==> src/rtl/common.sv <==
// Shared bus types for the core-side fetch/data buses and the cached memory bus.
package common;

    typedef enum logic [2:0] {
        MSIZE1 = 3'd0,
        MSIZE2 = 3'd1,
        MSIZE4 = 3'd2,
        MSIZE8 = 3'd3
    } msize_t;

    // Encoded as beats minus one, AXI style.
    typedef enum logic [3:0] {
        MLEN1  = 4'd0,
        MLEN2  = 4'd1,
        MLEN4  = 4'd3,
        MLEN8  = 4'd7,
        MLEN16 = 4'd15
    } mlen_t;

    typedef logic [1:0] axi_burst_t;
    localparam axi_burst_t AXI_BURST_FIXED = 2'b00;
    localparam axi_burst_t AXI_BURST_INCR  = 2'b01;
    localparam axi_burst_t AXI_BURST_WRAP  = 2'b10;

    typedef struct packed {
        logic        valid;
        logic [31:0] addr;
    } ibus_req_t;

    typedef struct packed {
        logic        addr_ok;
        logic        data_ok;
        logic [31:0] data;
    } ibus_resp_t;

    typedef struct packed {
        logic        valid;
        logic [31:0] addr;
        msize_t      size;
        logic [7:0]  strobe;
        logic [63:0] data;
    } dbus_req_t;

    typedef struct packed {
        logic        addr_ok;
        logic        data_ok;
        logic [63:0] data;
    } dbus_resp_t;

    typedef struct packed {
        logic        valid;
        logic        is_write;
        msize_t      size;
        logic [31:0] addr;
        logic [7:0]  strobe;
        logic [63:0] data;
        mlen_t       len;
        axi_burst_t  burst;
    } cbus_req_t;

    typedef struct packed {
        logic        ready;
        logic        last;
        logic [63:0] data;
    } cbus_resp_t;

endpackage

==> src/rtl/mem_req_arbiter.sv <==
// Serialises single-beat fetch and data transactions onto the cached bus and
// steers each completion back to the bus that issued it.
module mem_req_arbiter
    import common::*;
#(
    parameter bit DATA_FIRST = 1'b1
) (
    input  logic       clk,
    input  logic       reset,
    input  ibus_req_t  ireq,
    output ibus_resp_t iresp,
    input  dbus_req_t  dreq,
    output dbus_resp_t dresp,
    output cbus_req_t  creq,
    input  cbus_resp_t cresp
);

    typedef enum logic [1:0] {
        IDLE,
        I_BUSY,
        D_BUSY
    } state_t;

    typedef enum logic {
        OWN_I,
        OWN_D
    } owner_t;

    state_t    state_q, state_d;
    cbus_req_t req_q, req_d;
    owner_t    last_grant_q, last_grant_d;
    logic      done;
    logic      pick_d;

    always_comb begin
        // NOTE: every variable gets a default first, so no path can leave one unassigned and infer a latch.
        state_d      = state_q;
        req_d        = req_q;
        last_grant_d = last_grant_q;
        done         = (state_q != IDLE) && cresp.ready && cresp.last;

        // On a tie the round-robin mode favours whichever bus did not finish last.
        if (DATA_FIRST) begin
            pick_d = dreq.valid;
        end else begin
            pick_d = dreq.valid && (!ireq.valid || last_grant_q == OWN_I);
        end

        case (state_q)
            IDLE: begin
                if (pick_d) begin
                    state_d = D_BUSY;
                    req_d   = '{valid: 1'b1, is_write: |dreq.strobe, size: dreq.size,
                                addr: dreq.addr, strobe: dreq.strobe, data: dreq.data,
                                len: MLEN1, burst: AXI_BURST_FIXED};
                end else if (ireq.valid) begin
                    state_d = I_BUSY;
                    req_d   = '{valid: 1'b1, is_write: 1'b0, size: MSIZE4,
                                addr: ireq.addr, strobe: 8'h00, data: 64'h0,
                                len: MLEN1, burst: AXI_BURST_FIXED};
                end
            end
            I_BUSY: begin
                if (done) begin
                    state_d      = IDLE;
                    last_grant_d = OWN_I;
                end
            end
            D_BUSY: begin
                if (done) begin
                    state_d      = IDLE;
                    last_grant_d = OWN_D;
                end
            end
            default: state_d = IDLE;
        endcase
    end

    // Responses are combinational so the pulse lands in the memory's completion cycle.
    always_comb begin
        creq  = (state_q != IDLE) ? req_q : '0;
        iresp = '0;
        dresp = '0;
        if (done && state_q == I_BUSY) begin
            iresp.addr_ok = 1'b1;
            iresp.data_ok = 1'b1;
            iresp.data    = req_q.addr[2] ? cresp.data[63:32] : cresp.data[31:0];
        end
        if (done && state_q == D_BUSY) begin
            dresp.addr_ok = 1'b1;
            dresp.data_ok = 1'b1;
            dresp.data    = cresp.data;
        end
    end

    // NOTE: sequential state uses non-blocking assignments so all flops update together at the edge.
    always_ff @(posedge clk or posedge reset) begin
        if (reset) begin
            state_q      <= IDLE;
            // NOTE: req_q is reset too, because creq must read back all-zero out of reset.
            req_q        <= '0;
            last_grant_q <= OWN_I;
        end else begin
            state_q      <= state_d;
            req_q        <= req_d;
            last_grant_q <= last_grant_d;
        end
    end

endmodule

==> config.mk <==
export PLATFORM = sky130hd
export DESIGN_NAME = mem_req_arbiter
export DESIGN_NICKNAME = d
export VERILOG_FILES = /design/src/rtl/common.sv /design/src/rtl/mem_req_arbiter.sv
export SDC_FILE = /design/constraint.sdc
export NUM_CORES = 1
export LEC_CHECK = 0
export ABC_AREA = 1
export CORE_AREA = 2 2 164 166
export DETAILED_ROUTE_END_ITERATION = 10
export DIE_AREA = 0 0 166 168
export GPL_TIMING_DRIVEN = 0
export PLACE_DENSITY_LB_ADDON = 0.12
export SETUP_SLACK_MARGIN = 0.3
export SLEW_MARGIN = 0
export SYNTH_ARGS = -nofsm -noshare
export SYNTH_HDL_FRONTEND = slang
export SYNTH_SLANG_ARGS = --single-unit
==> constraint.sdc <==
create_clock -name clk -period 4.5 [get_ports clk]
set_input_delay 1.125 -clock clk [delete_from_list [all_inputs] [get_ports clk]]
set_output_delay 1.125 -clock clk [all_outputs]
set_load 0.005 [all_outputs]
Figure 1. Routed metal, one colour a layer.
Scale bar: 50 microns.
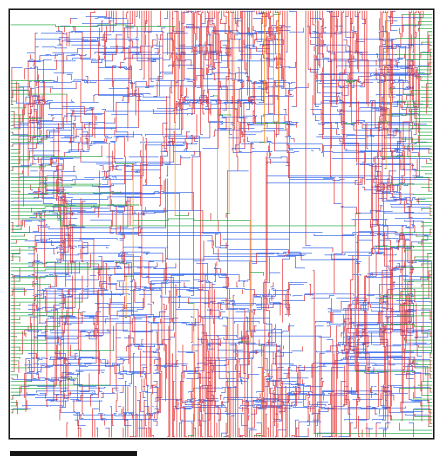
Key: red = M2 [wire length 13,900 microns]; orange = M4 [wire length 768 microns]; blue = M1 [wire length 11,000 microns]; green = M3 [wire length 2,210 microns]
Total GRT Usage: 19.9%
routed vias: 7,252
final wirelength: 27,900 microns

==> metrics.cfg <==
[routing]
dr_wl_met3_microns = 2210
wl_per_cell_microns = 15.9
met1_length_microns = 11000
drtPass1Iterations = 4
wl_met2_microns = 13900
vias_per_cell = 4.14
drtAntennaViolNets = 0
drtIter0Drc = 246
top_layer_used = met4
drc = 0

[power]
vdd_drop_max_mv = 0.215
total_leakage_power_nw = 5.52
power_leader = combinational cells
pg_seq_mw = 1.60
finalPower_mw = 5.86
seq_power_share_pct = 27.3
p_sw_mw = 2.39
power_density_nw_per_um2 = 500
comb_cell_power_mw = 3.42
intPower_mw = 3.47
p_comb_share_pct = 58.4
switching_share_pct = 40.7

[cells_and_area]
layout_top_cells = clkdlybuf4s50_1, nor2_1, nand2_1, inv_1, dfrtp_1
drive_above_1_share_pct = 12.2
fin_nets = 1615
finalNonFillerCells = 1750
area_growth_pct = 73.1
layout_top_cell = clkdlybuf4s50_1

[worst_hold_path]
holdCritStartpoint = req_q[114]$_DFFE_PP0P_
hold_class = register to register
holdPathStages = 2
min_delay_worst_endpoint = req_q[114]$_DFFE_PP0P_

[clocking]
clock-root-buffer = clkbuf_16
cts_buffers = 9
clockBufferDepth = 2
clkSlewWorstSetupHoldPaths_ns = 0.08
clk_latency_ns = 0.37
clock_sinks = 111
cts-hold-fix-buffers = 0
htreeDepth = 3
cts_tree = done

[global_route]
use_met2_pct = 35.7
grt_use_met3_pct = 5.97
grt_pass1_wl_microns = 43300
grt_max_degree = 72
use_met1_pct = 22.6
grt_pass1_vias = 7495
grt_overflow = 0
antenna_found_initial = 1
busiest_layer = met2

[placed_design]
portBuffers = 416
dpl_worst_slack_ns = 0.310
dp_cells = 1733
place.gp.congestion = 0.868
place_hpwl_microns = 22500

[worst_setup_path]
cp_num_buf_inv = 4
crit_family = buffers and inverters
cp_common_cell = clkdlybuf4s50_1
rr_worst_depth = 7
slowest_stage = clkdlybuf4s50_1
max_stage_delay_ns = 0.53
crit_required_ns = 3.38
reg2reg_slack_ns = 2.77
start_kind = primary input
crit_arrival_ns = 2.92
crit-reg2reg-launch = state_q[0]$_DFFE_PP0P_
worstPathMaxFanout = 10
worstPathCellList = clkdlybuf4s50_1, nand3_1, inv_1, nand2_1, buf_2, nor2_2, clkdlybuf4s50_1
end_kind = output pin
rr_endpoint = state_q[0]$_DFFE_PP0P_
crit_type = primary input to output pin

[yosys]
netlist_area_sq_um = 6770
synthXorXnorAreaFrac_pct = 0
synthMuxAreaShare_pct = 0
ys_seq_share_pct = 41.0
yosysWarningCount = 0
synthCells = 970
synth_flops = 111
yosysChipArea_sq_um = 6770
ys_sh_simple_pct = 25.8
ys_sh_adder_pct = 0.554
ys_types = 16
ys_cells = 970
ys_sh_aoi_pct = 15.8
logic_family = simple AND/OR/NAND/NOR gates
syn_avg_cell_area_sq_um = 6.98

[sta]
tightest_slew_ns = 0.606
period_used_pct = 89.9
whs_ns = 0.476
period_needed_ns = 4.05
setup_violations = 0
finalMaxSlewViolations = 0
max_slew_margin_pct = 59.6
rsz0062_at_grt = no
fin_ws_ns = 0.454
timing.fmax_ghz = 0.247
hold_viol = 0

[die]
dieArea_sq_um = 27900
core_sq_um = 26400
fp.dieH_microns = 168
rows = 60
die_x_microns = 166
fp_util_pct = 25.7
io_pins = 424

[flow_run]
maxCapViolCount = 0
tool_warnings = 28

[outcome]
outcome = complete, no violations

Figure 2. Clock network drawn from the DEF.
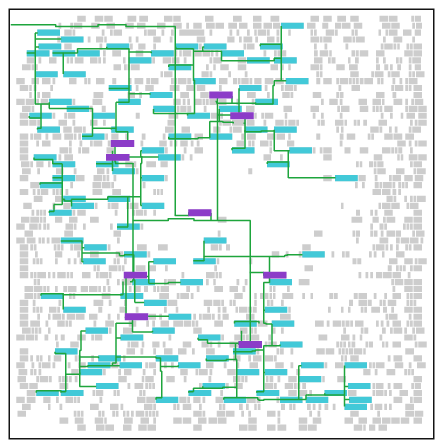
Key: cyan = flip-flops [count 111]; green = clock wires [length 1,730 microns]; purple = clock-net drivers [count 9]
There are 10 routed clock nets.
P_clk: 0.838 mW
Clk pwr share: 14.3%
clk_skew: 0.00980 ns

-- state kept, by name, indices dropped and copies added, names as in the netlist --
name	cells
req_q	109
state_q	2
-- worst max path at each step --
| stage | start | end | slack [ns] | depth (start not counted) |
|---|---|---|---|---|
| after floorplan | reset | req_q[100]$_DFFE_PP0P_ | 0.44 | 1 |
| after detailed placement | cresp[64] | iresp[13] | 0.31 | 7 |
| after global placement | reset | req_q[26]$_DFFE_PP0P_ | -1.79 | 2 |
| final | cresp[64] | iresp[13] | 0.45 | 7 |
| after CTS | cresp[64] | iresp[13] | 0.31 | 7 |
| after global routing | cresp[64] | iresp[3] | 0.31 | 7 |
-- cell type report --
type	instances	area (sq um)
well taps	341	427
multi-input cells	614	2880
repair buffers	417	4190
clock buffers	9	225
diodes	1	2.50
flip-flops and latches	111	2780
plain buffers	67	450
clock inverters	7	73.8
inverters	183	692
fillers	2801	14600
-- what timing repair did --
action,4_1_cts,5_1_grt
setup buffers,0,0
endpoints found under the setup margin,0,2
gates resized,0,2
-- Yosys cell counts --
master    number  share of area [%]
buf_1          3               0.17
nor2_1       244                 14
ha_1           3               0.55
conb_1         1              0.055
a21oi_1       33                2.4
buf_6         15                2.5
clkbuf_1      10               0.55
nand2_1      217                 12
nand3_1        3               0.22
dfrtp_1      111                 41
o21ai_2       97                 13
buf_4         15                1.7
o21ai_0       11               0.81
buf_2         24                1.8
inv_2          2               0.11
inv_1        181                 10
-- stage by stage --
step / TNS [ns] / util, % / area, sq um
after floorplan: 0 / - / 6790
after CTS: 0 / 44.4 / 11700
final: 0 / 44.5 / 11700
after global routing: 0 / 44.5 / 11700
after detailed placement: 0 / 43.3 / 11400
after global placement: -196.51 / 43.2 / 11400
Power is estimated from default activity; no workload was simulated.
